Fig. 1: clock routing
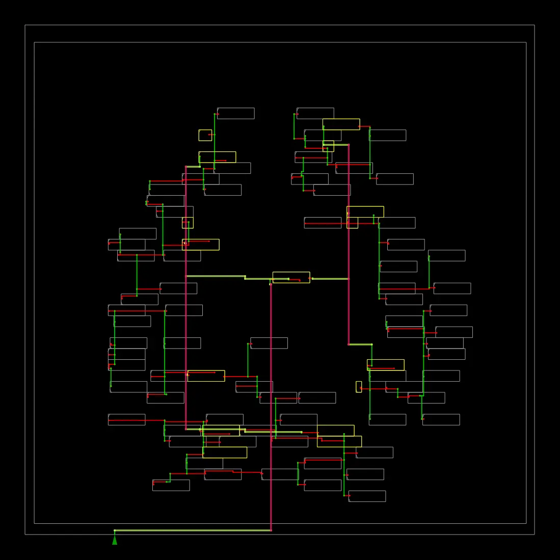
Fig. 2: metal 2
Scale: 3 px per um.
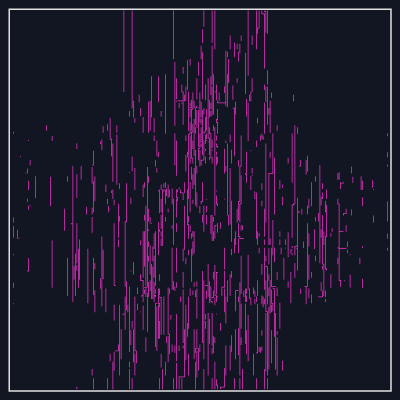
Fig. 3: power grid
Scale: 3 px per um. Pins as bars on the die edge.
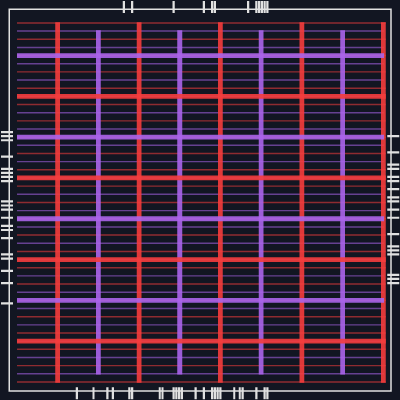
Fig. 4: register map, names as in the netlist
Scale: 3 px per um.
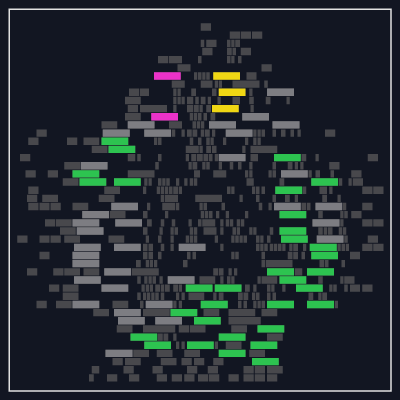
--- config.mk ---
export PLATFORM = sky130hd
export DESIGN_NAME = seq_mag_comparator
export DESIGN_NICKNAME = d
export VERILOG_FILES = /design/src/rtl/cmp_pkg.sv /design/src/rtl/chunk_cmp.sv /design/src/rtl/seq_mag_comparator.sv
export SDC_FILE = /design/constraint.sdc
export NUM_CORES = 1
export LEC_CHECK = 0
export ABC_AREA = 1
export CAP_MARGIN = 20
export CORE_MARGIN = 2
export CORE_UTILIZATION = 26
export CTS_CLUSTER_DIAMETER = 60
export CTS_CLUSTER_SIZE = 28
export DETAILED_ROUTE_END_ITERATION = 10
export SLEW_MARGIN = 20
export SYNTH_ARGS = -nofsm -noshare
export SYNTH_HDL_FRONTEND = slang
export SYNTH_HIERARCHICAL = 1
export SYNTH_SLANG_ARGS = --single-unit
export TNS_END_PERCENT = 20
--- constraint.sdc ---
create_clock -name clock -period 3.7 [get_ports clock]
set_clock_uncertainty 0.05 [all_clocks]
set_input_delay 0.74 -clock clock [delete_from_list [all_inputs] [get_ports clock]]
set_output_delay 0.74 -clock clock [all_outputs]
set_load 0.02 [all_outputs]
--- src/rtl/cmp_pkg.sv ---
`default_nettype none
// ============================================================================
// Module      : cmp_pkg
// Description : Shared types for the sequential magnitude comparator:
//               the controller state encoding and the one-hot result codes
//               held in the result register.
// Contents    : state_t              IDLE / SCAN / DONE (2-bit)
//               RES_GT/RES_LT/RES_EQ one-hot {gt, lt, eq} result codes
//               RES_NONE             no result latched
// Revision    : 1.0 - initial release
// ============================================================================
package cmp_pkg;

   typedef enum logic [1:0] {
      IDLE = 2'd0,
      SCAN = 2'd1,
      DONE = 2'd2
   } state_t;

   // Result register layout is {gt, lt, eq}.
   localparam logic [2:0] RES_GT   = 3'b100;
   localparam logic [2:0] RES_LT   = 3'b010;
   localparam logic [2:0] RES_EQ   = 3'b001;
   localparam logic [2:0] RES_NONE = 3'b000;

endpackage : cmp_pkg
`default_nettype wire

--- src/rtl/chunk_cmp.sv ---
`default_nettype none
// ============================================================================
// Module      : chunk_cmp
// Description : Purely combinational unsigned magnitude compare of one
//               CHUNK-bit slice. Exactly one of gt/lt/eq is high.
// Parameters  : CHUNK  slice width in bits
// Ports       : a   in  CHUNK  slice of operand A
//               b   in  CHUNK  slice of operand B
//               gt  out 1      a > b
//               lt  out 1      a < b
//               eq  out 1      a == b
// Revision    : 1.0 - initial release
// ============================================================================
module chunk_cmp #(
   parameter int CHUNK = 4
) (
   input  logic [CHUNK-1:0] a,
   input  logic [CHUNK-1:0] b,
   output logic             gt,
   output logic             lt,
   output logic             eq
);

   assign gt = (a > b);
   assign lt = (a < b);
   assign eq = (a == b);

endmodule : chunk_cmp
`default_nettype wire

--- src/rtl/seq_mag_comparator.sv ---
`default_nettype none
// ============================================================================
// Module      : seq_mag_comparator
// Description : Multi-cycle magnitude comparator for wide operands. Scans the
//               captured operands MSB-first, CHUNK bits per cycle, and stops
//               on the first differing chunk. Result is one-hot gt/lt/eq,
//               presented on a valid/ready output; operands arrive on a
//               valid/ready input accepted only in IDLE.
// Parameters  : WIDTH  operand width (multiple of CHUNK)
//               CHUNK  bits compared per cycle
// Macro       : CMP_SIGNED_EN - adds the sgn port; sgn=1 selects a
//               two's-complement compare, otherwise unsigned.
// Ports       : clock      in  1      rising-edge clock
//               reset_n    in  1      asynchronous active-low reset
//               in_valid   in  1      operands valid
//               in_ready   out 1      operands accepted (IDLE only)
//               a, b       in  WIDTH  operands
//               sgn        in  1      signed compare (CMP_SIGNED_EN only)
//               out_valid  out 1      result valid (DONE)
//               out_ready  in  1      consumer accepts result
//               gt/lt/eq   out 1      one-hot result, all 0 when not valid
//               busy       out 1      high in SCAN and DONE
// Revision    : 1.0 - initial release
// ============================================================================
module seq_mag_comparator
   import cmp_pkg::*;
#(
   parameter int WIDTH = 32,
   parameter int CHUNK = 4
) (
   input  logic             clock,
   input  logic             reset_n,
   input  logic             in_valid,
   output logic             in_ready,
   input  logic [WIDTH-1:0] a,
   input  logic [WIDTH-1:0] b,
`ifdef CMP_SIGNED_EN
   input  logic             sgn,
`endif
   output logic             out_valid,
   input  logic             out_ready,
   output logic             gt,
   output logic             lt,
   output logic             eq,
   output logic             busy
);

   localparam int NCHUNK = WIDTH / CHUNK;
   localparam int IDX_W  = (NCHUNK > 1) ? $clog2(NCHUNK) : 1;
   localparam logic [WIDTH-1:0] MSB_MASK = WIDTH'(1) << (WIDTH - 1);

   state_t             r_state;
   state_t             w_state_nxt;
   logic [WIDTH-1:0]   r_a;
   logic [WIDTH-1:0]   r_b;
   logic [IDX_W-1:0]   r_idx;
   logic [2:0]         r_result;

   logic               w_flip;
   logic [CHUNK-1:0]   w_chunk_a;
   logic [CHUNK-1:0]   w_chunk_b;
   logic               w_gt;
   logic               w_lt;
   logic               w_eq;
   logic               w_idx_zero;

   // Inverting the sign bit of both operands maps two's-complement order onto
   // unsigned order; it is applied once at capture so the scan stays unsigned.
`ifdef CMP_SIGNED_EN
   assign w_flip = sgn;
`else
   assign w_flip = 1'b0;
`endif

   // Single slice comparator, fed by an index mux over the captured operands.
   assign w_chunk_a  = r_a[r_idx*CHUNK +: CHUNK];
   assign w_chunk_b  = r_b[r_idx*CHUNK +: CHUNK];
   assign w_idx_zero = (r_idx == '0);

   chunk_cmp #(
      .CHUNK (CHUNK)
   ) u_chunk_cmp (
      .a  (w_chunk_a),
      .b  (w_chunk_b),
      .gt (w_gt),
      .lt (w_lt),
      .eq (w_eq)
   );

   // State register
   always_ff @(posedge clock or negedge reset_n) begin
      if (!reset_n) begin
         r_state <= IDLE;
      end else begin
         r_state <= w_state_nxt;
      end
   end

   // Next state and outputs
   always_comb begin
      w_state_nxt = r_state;
      in_ready    = 1'b0;
      out_valid   = 1'b0;
      busy        = 1'b0;
      gt          = 1'b0;
      lt          = 1'b0;
      eq          = 1'b0;
      case (r_state)
         IDLE: begin
            in_ready = 1'b1;
            if (in_valid) begin
               w_state_nxt = SCAN;
            end
         end
         SCAN: begin
            busy = 1'b1;
            if (w_gt || w_lt || (w_eq && w_idx_zero)) begin
               w_state_nxt = DONE;
            end
         end
         DONE: begin
            busy      = 1'b1;
            out_valid = 1'b1;
            gt        = (r_result == RES_GT);
            lt        = (r_result == RES_LT);
            eq        = (r_result == RES_EQ);
            if (out_ready) begin
               w_state_nxt = IDLE;
            end
         end
         default: begin
            w_state_nxt = IDLE;
         end
      endcase
   end

   // Operand capture, chunk index and result latch
   always_ff @(posedge clock or negedge reset_n) begin
      if (!reset_n) begin
         r_a      <= '0;
         r_b      <= '0;
         r_idx    <= '0;
         r_result <= RES_NONE;
      end else begin
         case (r_state)
            IDLE: begin
               if (in_valid) begin
                  r_a      <= a ^ (w_flip ? MSB_MASK : '0);
                  r_b      <= b ^ (w_flip ? MSB_MASK : '0);
                  r_idx    <= IDX_W'(NCHUNK - 1);
                  r_result <= RES_NONE;
               end
            end
            SCAN: begin
               if (w_gt) begin
                  r_result <= RES_GT;
               end else if (w_lt) begin
                  r_result <= RES_LT;
               end else if (w_idx_zero) begin
                  r_result <= RES_EQ;
               end else begin
                  r_idx <= r_idx - IDX_W'(1);
               end
            end
            default: begin
            end
         endcase
      end
   end

endmodule : seq_mag_comparator
`default_nettype wire

==> run notes <==
Implementation results

The hold path startpoint is r_b[0]$_DFFE_PN0P_. The violation tally recorded at the end of detailed-routing iteration 0 is between 100 and 150. The count of unresolved DRC violations after routing is 0. The height of the die is around 130 um. Counting pins that exceed their max-slew limit in the final report gives 0. The layer with the highest usage is met2. Among logic cells in the layout, the one with the most instances is nand2_1. The number of stages on the worst setup path is 17. The worst setup path startpoint is r_idx[1]$_DFFE_PN0P_. From the final report, the count of setup violators was given as 0. The slew at the pin closest to its max-slew limit is ~1000 ps. The category of the worst setup path launch point is a flip-flop. Summing the sequential cell areas from Yosys gives a little under half of the chip area. The data arrival time of the worst path is 3190 ps.

The total power divided by cell area is roughly 920 nW/um^2. The die covers about 16000 um^2. The final layout contains routed wiring with a total length of between 9 and 10 mm. The maximum root-to-sink buffer count is 2. The complex-gate fraction of the synthesized area is about 6%. The area fraction in mux cells is approximately 15%. The layout overhead on the synthesized area is 29.6%. Once detail routing completed, the nets flagged for antenna violations numbered 0. Once the floorplan was initialized, standard cells occupied between 20% and 30% of the core. The post-route netlist has 11.9% of its cells at a drive strength greater than 1. The post-cts resize count is 0. Counting the warning lines in the Yosys log gives 6. The simple-gate share of the synthesized area is a little over a fifth. The path with the worst hold slack has its endpoint at r_b[0]$_DFFE_PN0P_.

In the final layout, the fill cell count is around 1.5k. Summing the areas of all xor and xnor instances in the mapped netlist gives 0% of the synthesized area. The H-tree was split into 3 levels. The initial antenna violation count was 0.

After legalization and detailed placement, the total HPWL measured approximately 7 mm. The master of the slowest instance on the critical path is dfrtp_1. In the final routed layout, each cell accounts on average for 13.5 um. The run finished with clean final reports. The count of antenna diodes in the layout is 0. The instance tally after logic synthesis is about 450. For met3 alone, demand over resource in global routing was 2.83%.

STA shows the worst reg2reg path with a cell count of 17. The via count normalized by instance count is 4.28. For this run, global-route usage on met2 was measured as a little under a fifth. Synthesis produced a netlist with a net count of about 530.

Global routing used ~18% of the available met1 tracks. The placement summary gives the final routability congestion estimate as 0.836. The pre-antenna-repair detailed-routing pass consisted of 4 iterations.

The tool flagged a number of max-cap violations equal to 0. The floorplan step set the die width to 127 um. The number of global-route vias before repair is roughly 3.1k. The detailed-routed wire length on met2 is 4.00 mm. The critical path contains buffers and inverters numbering 3 combined. The netlist uses 19 different library cells.

The number of cells on the worst hold path is listed as 1. For the worst setup path, the data required time is a little under 4000 ps. Among all stages on the critical path, the maximum delay recorded is approximately 580 ps. The worst flop-to-flop path endpoint is r_result[1]$_DFFE_PN0P_. Endpoints failing hold in the final report were tallied at 0. The static leakage power is roughly 2.5 nW.

The post-CTS setup buffer count is 0. The adder-cell share of the synthesized area is 3.20%. The final worst-path cycle share is between 80% and 90%.

As logged by OpenROAD, the buffers inserted on ports number 73. The flip-flop and latch count after synthesis is 72. The type of the worst setup path is reg2reg. The path category of the worst min-delay check is reg2reg. Max fanout on the critical path was recorded as 26.
## Picture notes: Fig. 1
worst skew pair latency: 340 ps
final-layout clock buffer total: 10
Inserted Clock Buffers: 9
FF+latch count: 72

## Picture notes: Fig. 2
main direction: vertical
nets with wire on the layer: 450
wire length on this layer: 4000 um
longest straight run: 45.2 um

## Picture notes: Fig. 3
legend:
  purple:
    net: VDD
  red:
    net: VSS
met5 straps: 8
signal pins: 74
met1 rails: 45

## Picture notes: Fig. 4
legend:
  magenta:
    name_in_the_netlist: r_state
    placed_flops: 2
  yellow:
    name_in_the_netlist: r_result
    placed_flops: 3
  green:
    name_in_the_netlist: r_a
    placed_flops: 32
not coloured: 35
power attributed to sequential cells: 1.43 mW
sequential fraction of total cell area: 35.5%

-- synth_stat cells --
master | n | share of area, %
nand2_1 | 116 | 11
ha_1 | 10 | 3.2
a21oi_1 | 26 | 3.3
o21ai_0 | 21 | 2.7
buf_2 | 10 | 1.3
nand4_1 | 3 | 0.48
buf_6 | 6 | 1.7
dfrtp_1 | 72 | 46
nand3_1 | 8 | 1.0
inv_1 | 43 | 4.1
buf_4 | 3 | 0.58
mux2_4 | 40 | 15
nor3_1 | 2 | 0.26
inv_2 | 1 | 0.096
nand2_2 | 1 | 0.16
clkinv_1 | 1 | 0.096
clkbuf_1 | 3 | 0.29
nor2_1 | 84 | 8.1
and2_1 | 1 | 0.16
-- power breakdown --
| part | total (mW) | internal (mW) | switching [mW] |
|---|---|---|---|
| sequential | 1.43 | 1.18 | 0.250 |
| combinational | 2.30 | 1.02 | 1.28 |
| clock | 0.921 | 0.592 | 0.329 |
| total | 4.65 | 2.79 | 1.86 |
-- area by class of cell --
| type | count | area, um^2 | area share, % |
|---|---|---|---|
| clock buffers | 10 | 229 | 4.51 |
| clock inverters | 6 | 91.3 | 1.80 |
| inverters | 45 | 169 | 3.33 |
| multi-input cells | 312 | 1800 | 35.4 |
| flip-flops and latches | 72 | 1800 | 35.5 |
| well taps | 184 | 230 | 4.54 |
| repair buffers | 77 | 756 | 14.9 |
-- state kept, by name (all words and copies together) (netlist names) --
register,cells
r_a,32
r_idx,3
r_state,2
r_b,32
r_result,3
-- stage by stage --
stage	setup WS [ps]	util (%)	hold slack, ps	cell area [um^2]	cells
2_1_floorplan	1330	-	394	3920	451
6_report	670	34.7	459	5070	706
3_3_place_gp	820	32.5	443	4750	690
4_1_cts	678	34.7	462	5070	706
5_1_grt	263	34.7	479	5070	706
3_5_place_dp	716	32.5	447	4750	690
No activity file was given, so power comes from the tool's default toggle rates.
